floorplan.png
Bar = 20 µm. Pins as bars on the die edge.
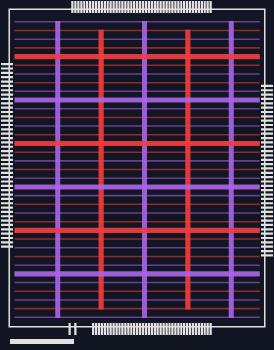
class_map.png
Fill, decap, tap and diode cells in gray.
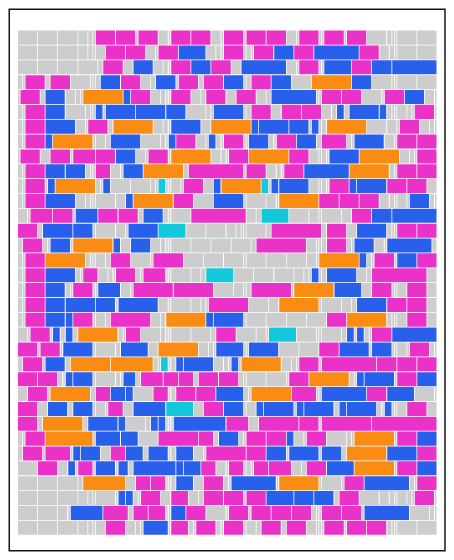
clock_wires.png
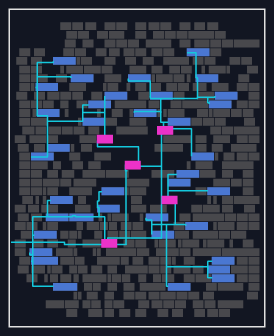
**config.mk**
```make
export PLATFORM = sky130hd
export DESIGN_NAME = mux_rr_stream
export DESIGN_NICKNAME = d
export VERILOG_FILES = /design/src/rtl/mux_pkg.sv /design/src/rtl/rr_arbiter.sv /design/src/rtl/mux_rr_stream.sv
export SDC_FILE = /design/constraint.sdc
export NUM_CORES = 1
export LEC_CHECK = 0
export ABC_AREA = 0
export CAP_MARGIN = 20
export CORE_ASPECT_RATIO = 1.25
export CORE_UTILIZATION = 32
export DETAILED_ROUTE_END_ITERATION = 7
export PLACE_DENSITY = 0.78
export SYNTH_ARGS = -nofsm -noshare
export SYNTH_HDL_FRONTEND = slang
export SYNTH_SLANG_ARGS = --single-unit
```
**constraint.sdc**
```tcl
create_clock -name Clk -period 1.85 [get_ports Clk]
set_clock_uncertainty 0.2 [all_clocks]
set_input_delay 0.2775 -clock Clk [delete_from_list [all_inputs] [get_ports Clk]]
set_output_delay 0.2775 -clock Clk [all_outputs]
set_load 0.03 [all_outputs]
```
**src/rtl/mux_pkg.sv**
```systemverilog
// Shared constants and elaboration-time helpers for the round-robin stream mux.
package mux_pkg;

    localparam int DEFAULT_WIDTH = 32;
    localparam int DEFAULT_N     = 4;

    function automatic int clog2(input int value);
        int r;
        r = 0;
        for (int v = value - 1; v > 0; v = v >> 1) begin
            r++;
        end
        return r;
    endfunction

    // A single channel still needs a one-bit select field.
    function automatic int sel_width(input int n);
        return (clog2(n) < 1) ? 1 : clog2(n);
    endfunction

endpackage

```
**src/rtl/rr_arbiter.sv**
```systemverilog
// Combinational round-robin search: first asserted request at or after ptr, modulo N.
module rr_arbiter
    import mux_pkg::*;
#(
    parameter  int N     = DEFAULT_N,
    localparam int SEL_W = sel_width(N)
) (
    input  logic [N-1:0]     req,
    input  logic [SEL_W-1:0] ptr,
    output logic [SEL_W-1:0] gnt,
    output logic             any_gnt
);

    localparam logic [SEL_W:0] N_EXT = (SEL_W + 1)'(N);

    always_comb begin
        logic [SEL_W:0]   sum;
        logic [SEL_W-1:0] idx;
        sum     = '0;
        idx     = '0;
        gnt     = '0;
        any_gnt = 1'b0;
        for (int i = 0; i < N; i++) begin
            // ptr < N and i < N, so a single conditional subtract is a full modulo.
            sum = {1'b0, ptr} + (SEL_W + 1)'(i);
            if (sum >= N_EXT) begin
                sum = sum - N_EXT;
            end
            idx = sum[SEL_W-1:0];
            if (!any_gnt && req[idx]) begin
                gnt     = idx;
                any_gnt = 1'b1;
            end
        end
    end

endmodule

```
**src/rtl/mux_rr_stream.sv**
```systemverilog
// N-to-1 round-robin stream mux with a single registered output slice.
// Optional MUX_RR_FORCE_SEL_EN adds force_en/force_sel to pin the grant to one channel.
module mux_rr_stream
    import mux_pkg::*;
#(
    parameter  int WIDTH = DEFAULT_WIDTH,
    parameter  int N     = DEFAULT_N,
    localparam int SEL_W = sel_width(N)
) (
    input  logic               Clk,
    input  logic               Reset,
`ifdef MUX_RR_FORCE_SEL_EN
    input  logic               force_en,
    input  logic [SEL_W-1:0]   force_sel,
`endif
    input  logic [N*WIDTH-1:0] in_data,
    input  logic [N-1:0]       in_valid,
    output logic [N-1:0]       in_ready,
    output logic [WIDTH-1:0]   out_data,
    output logic [SEL_W-1:0]   out_sel,
    output logic               out_valid,
    input  logic               out_ready
);

    logic [WIDTH-1:0] data_q, data_d;
    logic [SEL_W-1:0] sel_q, sel_d;
    logic [SEL_W-1:0] ptr_q, ptr_d;
    logic             vld_q, vld_d;

    logic             ld;
    logic [SEL_W-1:0] rr_gnt, gnt;
    logic             rr_any, gnt_vld, adv_ptr;

    function automatic logic [SEL_W-1:0] wrap_inc(input logic [SEL_W-1:0] g);
        if (int'(g) >= N - 1) begin
            return '0;
        end
        return g + 1'b1;
    endfunction

    rr_arbiter #(.N(N)) u_arb (
        .req     (in_valid),
        .ptr     (ptr_q),
        .gnt     (rr_gnt),
        .any_gnt (rr_any)
    );

    assign ld = !vld_q || out_ready;

    always_comb begin
        gnt     = rr_gnt;
        gnt_vld = rr_any;
        adv_ptr = 1'b1;
`ifdef MUX_RR_FORCE_SEL_EN
        // Forced grants leave the rotation untouched so round-robin resumes where it stopped.
        if (force_en) begin
            gnt     = force_sel;
            gnt_vld = (int'(force_sel) < N) && in_valid[force_sel];
            adv_ptr = 1'b0;
        end
`endif
    end

    always_comb begin
        in_ready = '0;
        if (!Reset && ld && gnt_vld) begin
            in_ready[gnt] = 1'b1;
        end
    end

    always_comb begin
        data_d = data_q;
        sel_d  = sel_q;
        vld_d  = vld_q;
        ptr_d  = ptr_q;
        if (ld) begin
            if (gnt_vld) begin
                data_d = in_data[int'(gnt)*WIDTH +: WIDTH];
                sel_d  = gnt;
                vld_d  = 1'b1;
                if (adv_ptr) begin
                    ptr_d = wrap_inc(gnt);
                end
            end else begin
                vld_d = 1'b0;
            end
        end
    end

    // Output register stage; reset clears the held word so a stalled beat is dropped.
    always_ff @(posedge Clk) begin
        if (Reset) begin
            data_q <= '0;
            sel_q  <= '0;
            vld_q  <= 1'b0;
            ptr_q  <= '0;
        end else begin
            data_q <= data_d;
            sel_q  <= sel_d;
            vld_q  <= vld_d;
            ptr_q  <= ptr_d;
        end
    end

    assign out_data  = data_q;
    assign out_sel   = sel_q;
    assign out_valid = vld_q;

endmodule

```
==> run notes <==
The full implementation flow was run.

The average cell area after synthesis stands at 11.1 µm². The warning total across the stage logs stands at 30. Setup repair after global routing could not meet its margin everywhere.

Post-CTS repair changed the size of 52 cells. The longest individual stage delay on the worst path stands at 370 ps. Port buffering added 173 buffers. Synthesis instantiated 26 different standard cells from the library. The via count of the first global-routing pass came to 2,673.

The power report attributes to the sequential group a share of 0.278. The most critical setup path has its startpoint at ptr_q[1]. Per the OpenROAD floorplan log, the area of the die is 7860 µm². The flow reported a cell area power density of 728 nW/µm². The launch point of the worst min-delay path is recorded as out_data[24]. Global routing finished with a remaining overflow of 0. The routed length on met3 stands at 488 µm. The final tally of max-slew violations stands at 0. Grouping stages by cell kind, the critical path spends the most delay in simple AND/OR/NAND/NOR gates. The total wirelength of the detailed-routed design stands at 8.44 mm. Counting I/O delays and the setup requirement, the final critical path takes 2140 ps.

The met2 demand-to-capacity share in global routing stands at 0.431. The total nets after synthesis stands at 354. For met3 alone, demand over resource in global routing was 0.0444.

In the synthesized netlist the dominant register cell turns out to be sky130_fd_sc_hd__dfxtp_1. The worst setup path is launched from a register. The setup violation total in the final timing report stands at 36. STA classifies the critical path endpoint as an output port. The antenna diode count stands at 0.

TritonRoute output was used to compute an average wire per cell of 16.6 µm. The count of unresolved DRC violations after routing stands at 0. The area occupied by multi-input gates stands at 1740 µm². STA lists the maximum fanout along the critical path as 5. In the power breakdown, the internal column shows 2.37 mW. Looking at the reg2reg group, the worst path ends at out_data[5]. The post-CTS hold buffer count recorded in the log is 0.

The via density per instance stands at 4.91. The number of vias after detailed routing stands at 2,491. The share of async-settable or async-resettable flops after synthesis stands at 0. The met2 layer wire length in the routed design stands at 4.90 mm.

The number of antenna violations at the first check in global routing is 0. The met1 layer usage reported by global route stands at 0.206. The worst setup timing slack at the placement stage stands at -525 ps. The first global-routing pass estimated 12.7 mm of wire.

Per the timing report, the most critical flop-to-flop path originates at ptr_q[1]. For this design, the slowest cell found on the critical path is sky130_fd_sc_hd__dfxtp_4. Signal nets in the final route climb as high as met4. The post-CTS repair timing setup buffer count stands at 2. TritonCTS built the clock tree. The total buffers and inverters traversed by the critical path stands at 2.

The worst register-to-register path depth is 8. The first detailed-routing pass took 4 iterations. Entering global routing, the biggest net connects 20 pins. The final timing summary puts the cycle share of the worst path at 1.16. The maximum achievable frequency stands at 467 MHz. The leakage power in the latest report is 1.92 nW.

For reference, the most critical setup path is categorized as reg -> out. Excluding fillers, the count of instances in the completed layout stands at 507. The number of maximum-capacitance violations recorded for the run is 0. For reference, the critical path cell chain is mux2i_1 -> nor2_1 -> nor3_4 -> buf_4 -> nand2_8 -> nor2_4 -> buf_6. Relative to the synthesized area, the layout overhead comes to 107%. Looking at the clock tree report, the H-tree level count equals 2. The share of total power dissipated in combinational logic is 0.572. For the worst setup path, the data required time is 1370 ps. The final reports fail on negative setup slack. The total power draw stands at 3.62 mW. In the hold report, the worst path ends at out_data[24]. The critical path runs through a total of 7 cells.

Clock tree synthesis found a total of 37 sinks. Per the layout area report, the register area comes to 747 µm². Yosys reports a chip area of 2400 µm². The placed instances occupy a cell area of 4380 µm².

The total negative slack stands at -2470 ps. The number of failing hold endpoints at the final stage stands at 0. The placement summary gives the final routability congestion estimate as 0.740. The cell count after synthesis came out at 217. The register share after synthesis stands at 0.308. The power dissipated by switching net loads stands at 1.26 mW. The worst hold-check slack stands at 266 ps.

Per the Yosys statistics, synthesis produced 217 cells. The pre-placement core utilization stands at 0.338. The min-delay analysis places its worst path in the category reg -> reg. The number of placed instances, taps included, is 489. The number of synthesized flops with an enable pin stands at 0. Looking at the max-slew report, the worst-margin pin has a slew of 356 ps. The violation count after the first detailed-routing iteration stands at 57. In this run the worst setup path terminates at in_ready[1]. The final layout contains 553 nets.

In the CTS report, the clock slew at the register clock pins of the worst setup and hold paths is listed as 60 ps. After global routing, the most crowded layer is met2. The Yosys warning count stands at 0. In the hold timing report, the worst path depth is 2. Per the CTS log, the buffer count on the longest clock path is 2. The combined global-route utilization of all metal layers stands at 0.212.

The synthesized cell area stands at 2400 µm². Across all setup checks in the final design, the least slack found is -292 ps. Of the total power, the share spent switching nets is 0.346.

Checking max transition, the worst relative margin is 0.762. Data arrives at the worst endpoint at 1660 ps. The final layout report lists a filler cell count of 529. The flow ran to the end, but the final reports show violations. The estimated wirelength of the detail-placed design stands at 6.33 mm. Counting the buffers created by CTS gives 5.
-- floorplan.png (at the start) --
color	net
purple	VSS
red	VDD
met5 straps	6
signal pins	174
rows	34
met4 straps	5
core region area: 7100 µm²
die height: 98.9 µm
width of the chip: 79.5 µm
largest voltage drop on the vdd net: 456 µV

-- class_map.png (at the start) --
color	class	cells
orange	registers	37
magenta	remaining buffers and delay cells	209
blue	remaining logic cells	163
cyan	clock drivers and dummy loads	8
final standard cell utilization of the core: 0.701
fin area: 4980 µm²
number of cell rows: 34

-- clock_wires.png (at the start) --
[cyan] clock wires | length: 505 µm
[blue] flip-flops | count: 37
[magenta] clock-net drivers | count: 5
routed clock nets	6
Clock power frac: 0.150
power of the clock network: 0.543 mW
clk_lat worst skew: 280 ps

==> cells in the mapped netlist (2+ instances only) <==
cell | instances | area [µm²]
sky130_fd_sc_hd__ha_1 | 2 | 25.0
sky130_fd_sc_hd__buf_12 | 4 | 80.1
sky130_fd_sc_hd__mux2i_1 | 68 | 681
sky130_fd_sc_hd__a21oi_1 | 4 | 20.0
sky130_fd_sc_hd__and2_1 | 2 | 12.5
sky130_fd_sc_hd__o221ai_1 | 3 | 26.3
sky130_fd_sc_hd__nor2_1 | 7 | 26.3
sky130_fd_sc_hd__o221ai_2 | 29 | 435
sky130_fd_sc_hd__dfxtp_1 | 37 | 741
sky130_fd_sc_hd__buf_6 | 3 | 33.8
sky130_fd_sc_hd__nand2_1 | 34 | 128
sky130_fd_sc_hd__inv_1 | 2 | 7.51
sky130_fd_sc_hd__buf_4 | 4 | 30.0
sky130_fd_sc_hd__buf_2 | 6 | 30.0
==> sequential cells by signal (all words and copies together), names as in the netlist <==
signal and count:
out_data 32, out_valid 1, out_sel 2, ptr_q 2
==> final cells by class <==
cell class,instances,area share
Timing Repair Buffer,209,0.459
Tap cell,90,0.0226
Sequential cell,37,0.150
Multi-Input combinational cell,160,0.350
Clock buffer,8,0.0161
Inverter,3,0.00226
==> logic make-up (layout without fill, tap and decap cells) <==
kind of cell,count (synthesis),count (layout),synth area share
mux,68,68,0.283
simple gates,51,51,0.105
compound gates,39,39,0.217
flops,37,37,0.308
buf+inv,20,220,0.0770
fa+ha+maj,2,2,0.0104
==> power by group through the flow <==
stage	logic (mW)	clock network [mW]	registers (mW)
final	2.07	0.543	1.01
after global placement	1.70	0	1.02
after CTS	2.00	0.566	1.01
after floorplan	0.729	0	1.26
after global routing	2.18	0.601	1.02
after detailed placement	1.73	0	1.02
==> layout by cell type (no fill, tap or decap), types with 2 or more instances in the layout <==
| cell type | instances |
|---|---|
| sky130_fd_sc_hd__a21oi_2 | 3 |
| sky130_fd_sc_hd__and2_4 | 2 |
| sky130_fd_sc_hd__buf_12 | 8 |
| sky130_fd_sc_hd__buf_16 | 4 |
| sky130_fd_sc_hd__buf_4 | 17 |
| sky130_fd_sc_hd__buf_6 | 6 |
| sky130_fd_sc_hd__clkbuf_1 | 3 |
| sky130_fd_sc_hd__clkbuf_16 | 3 |
| sky130_fd_sc_hd__clkbuf_8 | 5 |
| sky130_fd_sc_hd__clkdlybuf4s50_1 | 161 |
| sky130_fd_sc_hd__dfxtp_1 | 34 |
| sky130_fd_sc_hd__dfxtp_2 | 2 |
| sky130_fd_sc_hd__dlygate4sd2_1 | 3 |
| sky130_fd_sc_hd__dlymetal6s2s_1 | 4 |
| sky130_fd_sc_hd__inv_1 | 2 |
| sky130_fd_sc_hd__mux2i_1 | 48 |
| sky130_fd_sc_hd__mux2i_2 | 8 |
| sky130_fd_sc_hd__mux2i_4 | 12 |
| sky130_fd_sc_hd__nand2_1 | 34 |
| sky130_fd_sc_hd__nor2_1 | 5 |
| sky130_fd_sc_hd__nor2_4 | 2 |
| sky130_fd_sc_hd__o221ai_2 | 32 |
Power is estimated from default activity; no workload was simulated.
